### config.mk
export PLATFORM = sky130hd
export DESIGN_NAME = ex_hazard_ctrl
export DESIGN_NICKNAME = d
export VERILOG_FILES = /design/src/rtl/pipeline_pkg.sv /design/src/rtl/ex_hazard_ctrl_forward_unit.sv /design/src/rtl/ex_hazard_ctrl.sv
export SDC_FILE = /design/constraint.sdc
export NUM_CORES = 1
export LEC_CHECK = 0
export CAP_MARGIN = 20
export CORE_MARGIN = 2
export CORE_UTILIZATION = 41
export DETAILED_ROUTE_END_ITERATION = 8
export PLACE_DENSITY = 0.88
export SYNTH_ARGS = -nofsm -noshare
export SYNTH_HDL_FRONTEND = slang
export SYNTH_HIERARCHICAL = 1
export SYNTH_SLANG_ARGS = --single-unit
### constraint.sdc
create_clock -name clk -period 5.5 [get_ports clk]
set_clock_uncertainty 0.05 [all_clocks]
set_input_delay 1.1 -clock clk [delete_from_list [all_inputs] [get_ports clk]]
set_output_delay 1.1 -clock clk [all_outputs]
set_load 0.02 [all_outputs]
### src/rtl/pipeline_pkg.sv
// Shared pipeline definitions: forward-select codes,
// mul/div sequencer state encoding and default latencies.
package pipeline_pkg;

   localparam logic [1:0] FWD_RF  = 2'b00;
   localparam logic [1:0] FWD_WB  = 2'b01;
   localparam logic [1:0] FWD_MEM = 2'b10;

   localparam int unsigned MUL_CYCLES_DEF = 4;
   localparam int unsigned DIV_CYCLES_DEF = 32;

   typedef enum logic [1:0] {
      IDLE = 2'b00,
      BUSY = 2'b01,
      DONE = 2'b10
   } md_state_e;

   // Pick the newest in-flight producer of a source register.
   function automatic logic [1:0] fwd_sel(
      input logic [4:0] src,
      input logic [4:0] mem_rd,
      input logic       mem_we,
      input logic [4:0] wb_rd,
      input logic       wb_we
   );
      logic [1:0] sel;
      sel = FWD_RF;
      if (mem_we && (mem_rd != 5'd0) && (mem_rd == src))
         sel = FWD_MEM;
      else if (wb_we && (wb_rd != 5'd0) && (wb_rd == src))
         sel = FWD_WB;
      return sel;
   endfunction

endpackage

### src/rtl/ex_hazard_ctrl_forward_unit.sv
// Combinational operand forwarding selects for the EX muxes.
// EX/MEM wins over MEM/WB; r0 is never forwarded.
module forward_unit
   import pipeline_pkg::*;
(
   input  logic [4:0] ex_rs_i,
   input  logic [4:0] ex_rt_i,
   input  logic [4:0] mem_rd_i,
   input  logic       mem_we_i,
   input  logic [4:0] wb_rd_i,
   input  logic       wb_we_i,
   output logic [1:0] fwd_a_o,
   output logic [1:0] fwd_b_o
);

   // Select source for each EX operand.
   always_comb begin
      fwd_a_o = fwd_sel(ex_rs_i, mem_rd_i, mem_we_i,
                        wb_rd_i, wb_we_i);
      fwd_b_o = fwd_sel(ex_rt_i, mem_rd_i, mem_we_i,
                        wb_rd_i, wb_we_i);
   end

endmodule

### src/rtl/ex_hazard_ctrl.sv
// EX-stage hazard controller: forwarding, load-use stall,
// branch flush and multi-cycle mul/div sequencing.
module ex_hazard_ctrl
   import pipeline_pkg::*;
#(
   parameter int unsigned MUL_CYCLES = MUL_CYCLES_DEF,
   parameter int unsigned DIV_CYCLES = DIV_CYCLES_DEF
) (
   input  logic       clk,
   input  logic       reset,
   input  logic [4:0] id_rs,
   input  logic [4:0] id_rt,
   input  logic [4:0] ex_rs,
   input  logic [4:0] ex_rt,
   input  logic       ex_mem_read,
   input  logic       ex_muldiv_start,
   input  logic       ex_muldiv_is_div,
   input  logic [4:0] mem_rd,
   input  logic       mem_reg_write,
   input  logic [4:0] wb_rd,
   input  logic       wb_reg_write,
   input  logic       branch_taken,
   output logic [1:0] forward_a,
   output logic [1:0] forward_b,
   output logic       stall_pc,
   output logic       stall_ifid,
   output logic       stall_idex,
   output logic       flush_ifid,
   output logic       flush_idex,
   output logic       flush_exmem,
   output logic       muldiv_busy,
   output logic       hilo_write,
   output logic [5:0] muldiv_cnt
);

   localparam logic [5:0] MUL_LOAD = 6'(MUL_CYCLES - 1);
   localparam logic [5:0] DIV_LOAD = 6'(DIV_CYCLES - 1);

   md_state_e  state_q;
   logic [5:0] cnt_q;
   logic [1:0] fa;
   logic [1:0] fb;
   logic       lu;
   logic       md_stall;

   forward_unit u_fwd (
      .ex_rs_i  (ex_rs),
      .ex_rt_i  (ex_rt),
      .mem_rd_i (mem_rd),
      .mem_we_i (mem_reg_write),
      .wb_rd_i  (wb_rd),
      .wb_we_i  (wb_reg_write),
      .fwd_a_o  (fa),
      .fwd_b_o  (fb)
   );

   // Load in EX whose target feeds the instruction in ID.
   always_comb begin
      lu = ex_mem_read && (ex_rt != 5'd0) &&
           ((ex_rt == id_rs) || (ex_rt == id_rt));
   end

   // Front end frozen on the start cycle and through BUSY.
   always_comb begin
      md_stall = (state_q == BUSY) ||
                 ((state_q == IDLE) && ex_muldiv_start);
   end

   // Mul/div sequencer; a taken branch squashes the op.
   always_ff @(posedge clk) begin
      if (reset) begin
         state_q <= IDLE;
         cnt_q   <= 6'd0;
      end else begin
         unique case (state_q)
            IDLE: begin
               if (ex_muldiv_start && !branch_taken) begin
                  state_q <= BUSY;
                  cnt_q   <= ex_muldiv_is_div ? DIV_LOAD
                                              : MUL_LOAD;
               end
            end
            BUSY: begin
               if (branch_taken) begin
                  state_q <= IDLE;
                  cnt_q   <= 6'd0;
               end else if (cnt_q == 6'd1) begin
                  state_q <= DONE;
                  cnt_q   <= 6'd0;
               end else begin
                  cnt_q <= cnt_q - 6'd1;
               end
            end
            DONE: begin
               state_q <= IDLE;
               cnt_q   <= 6'd0;
            end
            default: begin
               state_q <= IDLE;
               cnt_q   <= 6'd0;
            end
         endcase
      end
   end

   // Prioritised stall/flush outputs, all quiet in reset.
   always_comb begin
      forward_a   = FWD_RF;
      forward_b   = FWD_RF;
      stall_pc    = 1'b0;
      stall_ifid  = 1'b0;
      stall_idex  = 1'b0;
      flush_ifid  = 1'b0;
      flush_idex  = 1'b0;
      flush_exmem = 1'b0;
      muldiv_busy = 1'b0;
      hilo_write  = 1'b0;
      muldiv_cnt  = 6'd0;
      if (!reset) begin
         forward_a   = fa;
         forward_b   = fb;
         muldiv_busy = (state_q == BUSY);
         hilo_write  = (state_q == DONE);
         muldiv_cnt  = cnt_q;
         if (branch_taken) begin
            flush_ifid  = 1'b1;
            flush_idex  = 1'b1;
            flush_exmem = 1'b1;
         end else if (md_stall) begin
            stall_pc    = 1'b1;
            stall_ifid  = 1'b1;
            stall_idex  = 1'b1;
            flush_exmem = 1'b1;
         end else if (lu) begin
            stall_pc    = 1'b1;
            stall_ifid  = 1'b1;
            flush_idex  = 1'b1;
         end
      end
   end

endmodule

Figure 1. Routing congestion (run 1).
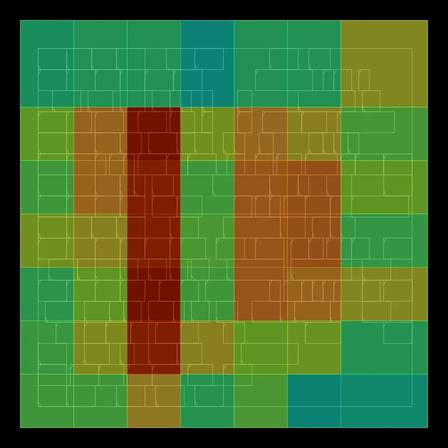
grt met1 use: 0.2329
GR met3 Demand/Resource: 0.08286
met2 Use GR: 0.4292
Most Crowded Layer GR: met2
WL/cell: 13.73 um

Figure 2. Wiring by layer (run 1).
Bar = 20 um.
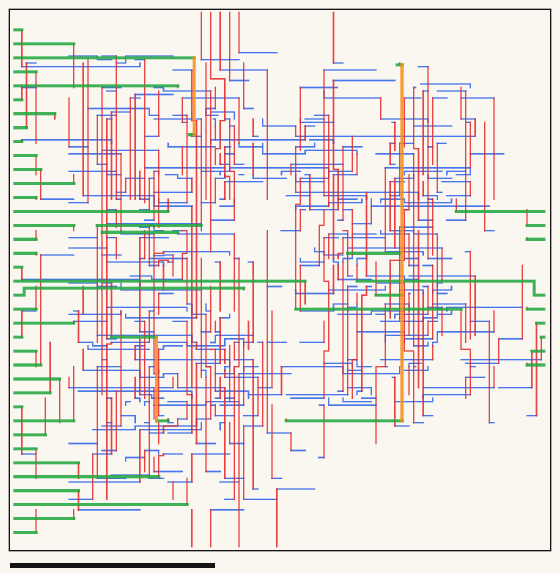
| layer | colour | wire length |
|---|---|---|
| met4 | orange | 50.3 um |
| met2 | red | 1440 um |
| met1 | blue | 1060 um |
| met3 | green | 316 um |
GRT Util Overall: 0.2355
vias: 1157
Routed WL: 2870 um

Figure 3. Local utilization (run 1).
11 x 11 tiles, from dark blue (low) to red (high), 0 to 100% covered.
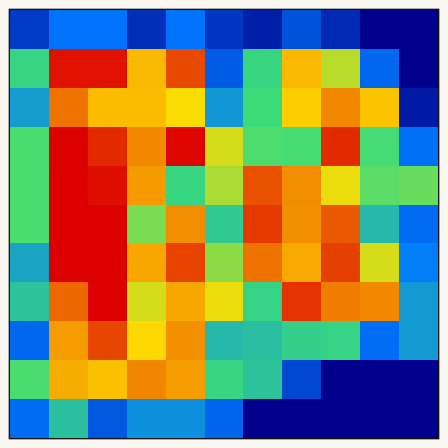
nearly empty tiles: 9.1%
emptiest ninth of the die: bottom right
fullest tile: 100%
tiles over 75% full: 40%
densest ninth of the die: left middle
mean over tiles: 55%
CORE AREA: 2233 um2
fin util: 0.6992
floorplan utilization: 0.4336

==> flow_metrics.py, run 1 <==
# Synthesis and PnR figures
metrics = {
    "critical_path": {
        "slowest_stage": "clkdlybuf4s50_1",
        "r2r-end": "cnt_q[5]$_SDFFE_PP0P_",
        "cp_cell_sequence": "clkdlybuf4s50_1 > or4_1 > o21ai_2 > nor4_1 > nor4_1 > nor2b_1 > clkdlybuf4s50_1",
        "arrival_ns": 3.42,
        "critPathBufInv": 2,
        "start_kind": "input pin",
        "r2r_cells": 4,
        "reg2reg_from": "state_q[0]$_SDFFE_PP0P_",
        "critPathLaunch": "mem_rd[1]",
        "crit_path_end_kind": "output port",
        "required_ns": 4.35,
        "path_max_fanout": 3,
        "cpLargestDelayFamily": "buffers and inverters",
        "worstSetupPathType": "input pin to output port",
        "max_stage_delay_ns": 0.63,
        "rrSetupSlack_ns": 3.83,
    },
    "yosys": {
        "synth_cell_types": 35,
        "yosysWarnings": 6,
        "synth-edff-count": 0,
        "synthTopCellsByCount": "16 x nor2_1, 16 x xnor2_1, 15 x xor2_1",
        "synthFlopType": "dfxtp_1",
        "syn_inst": 126,
        "largest_area_cell": "dfxtp_1",
        "ys.flops": 8,
        "avgSynthCellArea_um2": 7.686,
        "synth_top_area_share": 0.1654,
        "async_reset_ff_frac": 0,
        "ys_area_um2": 968.4,
        "yosys_cells": 126,
        "fp_nets": 166,
        "synth_area_um2": 968.4,
        "top_cells_by_area": "dfxtp_1 17%, xnor2_1 14%, xor2_1 14%",
        "ys_seq_share": 0.1654,
    },
    "routing": {
        "ant_nets": 0,
        "drtIter0Drc": 3,
        "firstDrtPassIters": 4,
        "drc": 0,
        "vias_per_cell": 5.536,
    },
    "final_timing": {
        "tns_ns": 0,
        "worst_pin_slew_ns": 0.6845,
        "period_needed_ns": 4.565,
        "drv_slew": 0,
        "relSlewSlack": 0.5423,
        "finalCritPeriodShare": 0.8300,
        "hold_viol": 0,
        "finalSetupViolCount": 0,
        "fmax_ghz": 0.2190,
        "rsz0062_at_grt": "false",
    },
    "final_layout": {
        "buffers": 55,
        "comb_cells": 111,
        "fin_nets": 223,
        "logic_area_um2": 778.2,
        "buf_share": 0.3526,
        "clk_share": 0.01442,
        "inverters": 4,
        "clock_buffers": 3,
        "nFillCells": 175,
        "area_delta_synth_final_pct": 61.24,
        "seq_share": 0.1026,
        "ff_count": 8,
        "num_antenna_cells": 0,
        "sh_comb_area": 0.4984,
        "drive_gt1_frac": 0.03867,
        "ff_latch_area_um2": 160.2,
        "largestClassByArea": "multi-input combinational cells",
    },
    "global_routing": {
        "first_global_vias": 1189,
        "grt_first_pass_wirelength_um": 4878,
        "gr-total-overflow": 0,
        "grt_max_degree": 19,
        "grt_antenna_before_repair": 0,
    },
    "hold_path": {
        "hold_end": "cnt_q[5]$_SDFFE_PP0P_",
        "hp-class": "flip-flop to flip-flop",
        "whs_path_depth": 1,
        "worstHoldStart": "cnt_q[5]$_SDFFE_PP0P_",
    },
    "clocking": {
        "cts_sinks": 8,
        "post_cts_buffers": 0,
        "numCtsBuffers": 3,
        "cts_resized": 0,
        "cts_tree": "yes",
        "h-tree-depth": 1,
        "path_clk_slew_ns": 0.05,
        "ctsHoldBuffers": 0,
        "clock_latency_ns": 0.27,
        "cts_root_buffer": "clkbuf_4",
        "clk_path_buf_depth": 2,
    },
    "pwr": {
        "leakage_nw": 0.5719,
        "pg_comb_mw": 0.104,
        "power.internal_mw": 0.1431,
        "power_frac_comb": 0.479,
        "clock_power_share": 0.217,
        "p_switching_mw": 0.07494,
        "netSwitchingFraction": 0.3437,
        "seq_power_mw": 0.0664,
        "power_frac_seq": 0.305,
        "power_leader": "combinational logic",
        "powerDensity_nw_per_um2": 139.6,
        "powerClk_mw": 0.0472,
        "ir_drop_v": 0.00008643,
    },
    "die": {
        "fp.dieH_um": 52.60,
        "io_pins": 56,
        "rows": 17,
        "die_x_um": 52.60,
        "n_tap_cell": 28,
        "dieArea_um2": 2767,
    },
    "run": {
        "log.warning_count": 27,
        "maxCapViolations": 0,
    },
    "placed_design": {
        "hpwl_um": 2400,
        "port_buffers": 55,
        "place.gp.congestion": 0.7922,
    },
    "status": {
        "status": "finished clean",
    },
}
## run 1: stage by stage
stage | worst slack [ns] | area (um2) | instances | hold WS [ns] | power [mW]
5_1_grt | 0.8026 | 1562 | 209 | 0.4753 | 0.2330
4_1_cts | 0.9484 | 1562 | 209 | 0.4544 | 0.2190
6_report | 0.9348 | 1562 | 209 | 0.4502 | 0.2181
2_1_floorplan | 1.641 | 968.4 | 126 | 0.4037 | 0.1180
3_5_place_dp | 0.9594 | 1539 | 206 | 0.4452 | 0.1712
3_3_place_gp | 0.9905 | 1539 | 206 | 0.4251 | 0.1680
## run 1: layout by cell type, fill, tap and decap left out, drive strengths merged, types with 3 or more instances in the layout
cell / instances
a21oi: 3
or3: 3
nor3: 4
o21ai: 6
nand3: 4
nand2: 5
nor2: 16
nor2b: 9
xor2: 15
inv: 4
nor4: 4
or4: 3
dfxtp: 8
clkbuf: 3
xnor2: 16
clkdlybuf4s50: 55
## run 1: worst max path at each step
stage | end | slack (ns) | cells past startpoint
finish | forward_a[0] | 0.93 | 7
global route | forward_a[0] | 0.80 | 7
CTS | forward_a[0] | 0.95 | 7
detailed placement | forward_b[0] | 0.96 | 7
global placement | forward_b[0] | 0.99 | 7
floorplan | stall_pc | 1.64 | 5
## run 1: state kept, by name (all words and copies together) (netlist names)
register / flops
state_q: 2
cnt_q: 6
## run 1: cell families after synthesis
group / synth area share
compound gates: 0.1421
xor+xnor: 0.2804
fa+ha+maj: 0.02584
buf+inv: 0.03101
flops: 0.1654
mux: 0.02067
simple gates: 0.3346
## run 1: metal layers
layer | GRT usage | wire length (um)
met5 | 0 | 0
met4 | 0.1154 | 50
met3 | 0.08286 | 315
met2 | 0.4292 | 1441
met1 | 0.2329 | 1062
==> run 1 -> run 2 <==
--- a/config.mk
+++ b/config.mk
@@ -7,9 +7,9 @@
 export LEC_CHECK = 0
 export CAP_MARGIN = 20
 export CORE_MARGIN = 2
-export CORE_UTILIZATION = 41
+export CORE_UTILIZATION = 38
 export DETAILED_ROUTE_END_ITERATION = 8
-export PLACE_DENSITY = 0.88
+export PLACE_DENSITY = 0.82
 export SYNTH_ARGS = -nofsm -noshare
 export SYNTH_HDL_FRONTEND = slang
 export SYNTH_HIERARCHICAL = 1
==> constraint.sdc (replaced) <==
create_clock -name clk -period 4.35 [get_ports clk]
set_clock_uncertainty 0.05 [all_clocks]
set_input_delay 0.87 -clock clk [delete_from_list [all_inputs] [get_ports clk]]
set_output_delay 0.87 -clock clk [all_outputs]
set_load 0.02 [all_outputs]
==> run 2 against run 1 <==
Against the previous run: combinational power increased by 26%; die size increased by 7.3%; core utilization decreased by 5.9 points.
==> flow_metrics.py, run 2 <==
# Synthesis and PnR figures
metrics = {
    "hold_path": {
        "hp-class": "flip-flop to flip-flop",
        "worstHoldStart": "cnt_q[5]$_SDFFE_PP0P_",
        "hold_end": "cnt_q[5]$_SDFFE_PP0P_",
        "whs_path_depth": 1,
    },
    "global_routing": {
        "grt_antenna_before_repair": 0,
        "grt_first_pass_wirelength_um": 4105,
        "gr-total-overflow": 0,
        "grtUsageTotal": 0.1896,
        "grt_max_degree": 14,
    },
    "yosys": {
        "yosys_cells": 126,
        "ys_seq_share": 0.1654,
        "synth_area_um2": 968.4,
        "ys.flops": 8,
        "largest_area_cell": "dfxtp_1",
        "xor_area_frac": 0.2804,
        "compound_area_frac": 0.1421,
        "synth_top_area_share": 0.1654,
        "syn_inst": 126,
        "top_cells_by_area": "dfxtp_1 17%, xnor2_1 14%, xor2_1 14%",
        "synthFlopType": "dfxtp_1",
        "topCombFamilyByArea": "simple AND/OR/NAND/NOR gates",
        "synth_cell_types": 35,
        "ys_sh_simple": 0.3346,
    },
    "final_timing": {
        "finalSetupViolCount": 0,
        "relSlewSlack": 0.7388,
        "rsz0062_at_grt": "false",
        "fin_ws_ns": 0.2843,
        "drv_slew": 0,
        "finalCritPeriodShare": 0.9346,
        "worst_pin_slew_ns": 0.3867,
        "tns_ns": 0,
    },
    "final_layout": {
        "ff_latch_area_um2": 160.2,
        "inverters": 4,
        "logic_area_um2": 778.2,
        "drive_gt1_frac": 0.04396,
        "layout_top_cell": "clkdlybuf4s50_1",
        "comb_cells": 111,
        "layout_top_cells": "55 x clkdlybuf4s50_1, 16 x nor2_1, 16 x xnor2_1, 15 x xor2_1, 9 x nor2b_1",
        "ff_count": 8,
        "clk_share": 0.01433,
        "num_antenna_cells": 0,
        "clock_buffers": 3,
        "sh_comb_area": 0.4952,
        "largest-register": "cnt_q",
        "fin_nets": 224,
        "reg.largest.list": "cnt_q: 6 flops, state_q: 2 flops",
        "area_delta_synth_final_pct": 62.27,
    },
    "critical_path": {
        "crit_path_end_kind": "output port",
        "rrSetupSlack_ns": 2.75,
        "cpLargestDelayFamily": "buffers and inverters",
        "max_stage_delay_ns": 0.61,
        "slowest_stage": "clkdlybuf4s50_1",
        "arrival_ns": 3.15,
        "start_kind": "input pin",
        "r2r-end": "cnt_q[3]$_SDFFE_PP0P_",
        "reg2reg_from": "state_q[0]$_SDFFE_PP0P_",
        "required_ns": 3.43,
    },
    "run": {
        "maxCapViolations": 0,
        "log.warning_count": 27,
    },
    "clocking": {
        "ctsHoldBuffers": 0,
        "h-tree-depth": 1,
        "clock_latency_ns": 0.26,
        "clk_path_buf_depth": 2,
        "cts_root_buffer": "clkbuf_4",
        "numCtsBuffers": 3,
        "cts_tree": "yes",
        "cts_sinks": 8,
    },
    "die": {
        "dieArea_um2": 2968,
        "fp.dieH_um": 54.48,
        "die_x_um": 54.48,
        "n_tap_cell": 30,
        "rows": 18,
    },
    "routing": {
        "drtIter0Drc": 17,
        "vias_per_cell": 5.264,
        "ant_nets": 0,
    },
    "status": {
        "status": "finished clean",
    },
    "placed_design": {
        "port_buffers": 55,
        "hpwl_um": 2266,
    },
    "pwr": {
        "ir_drop_v": 0.0001091,
        "leakage_nw": 0.5767,
    },
}
[run 2: worst max-delay path by stage]
stage / start / endpoint / slack (ns) / cells past startpoint
floorplan: ex_rt[3] / stall_pc / 0.95 / 5
global placement: mem_rd[1] / forward_b[0] / 0.31 / 7
detailed placement: mem_rd[1] / forward_b[0] / 0.28 / 7
CTS: mem_rd[1] / forward_b[0] / 0.27 / 7
global route: mem_rd[1] / forward_a[0] / 0.12 / 7
finish: mem_rd[1] / forward_a[0] / 0.28 / 7
[run 2: power by group]
group | total (mW) | internal, mW | switching (mW)
Sequential | 0.0839 | 0.0777 | 0.00618
Combinational | 0.131 | 0.0721 | 0.0591
Clock | 0.0585 | 0.0317 | 0.0269
Total | 0.274 | 0.182 | 0.0921
[run 2: stage by stage]
step / power, mW / util / std cells / instance area [um2] / hold WS [ns]
after floorplan: 0.1492 / - / 126 / 968.4 / 0.4037
after global placement: 0.2136 / 0.6310 / 209 / 1549 / 0.4275
after detailed placement: 0.2167 / 0.6310 / 209 / 1549 / 0.4360
after CTS: 0.2767 / 0.6402 / 212 / 1572 / 0.4439
after global routing: 0.2930 / 0.6402 / 212 / 1572 / 0.4486
final: 0.2737 / 0.6402 / 212 / 1572 / 0.4409
[run 2: worst register-to-register path: stages (launching register included)]
cell and delay [ns]:
dfxtp_1 0.51, or4b_4 0.53, o41a_1 0.39, o21ai_2 0.06
[run 2: routing by layer]
metal | wire length (um) | share of wire | track usage
met5 | 0 | 0 | 0
met2 | 1283 | 0.50 | 0.3655
met4 | 40 | 0.016 | 0.07500
met3 | 260 | 0.10 | 0.04372
met1 | 995 | 0.39 | 0.1934
Figure 4. Wiring by layer (run 2).
Bar = 20 um.
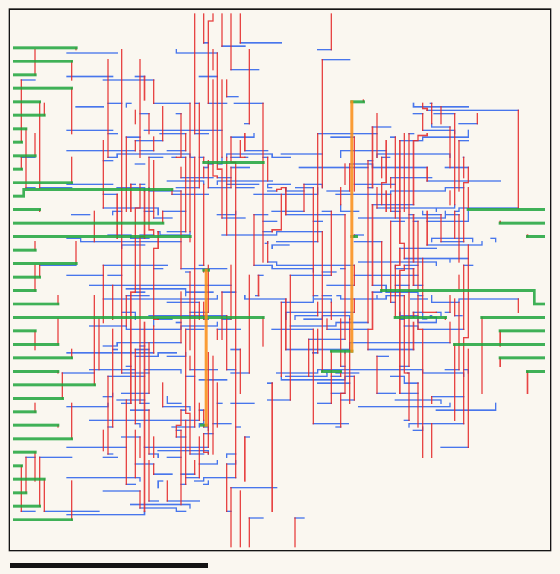
| layer | colour | wire length |
|---|---|---|
| met2 | red | 1280 um |
| met1 | blue | 996 um |
| met3 | green | 260 um |
| met4 | orange | 40.8 um |
vias: 1116
WL/cell: 12.17 um

Figure 5. Local utilization (run 2).
11 x 11 tiles, from dark blue (low) to red (high), 0 to 100% covered.
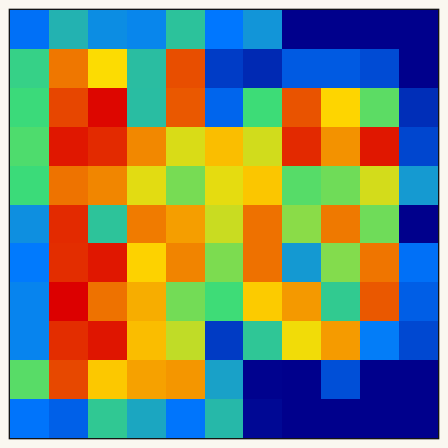
nearly empty tiles: 12%
emptiest ninth of the die: bottom right
fullest tile: 100%
tiles over 75% full: 35%
mean over tiles: 52%
CORE AREA: 2455 um2
floorplan utilization: 0.3945
fin util: 0.6402

Power figures rest on the tool's default switching activity, not on a simulated workload.
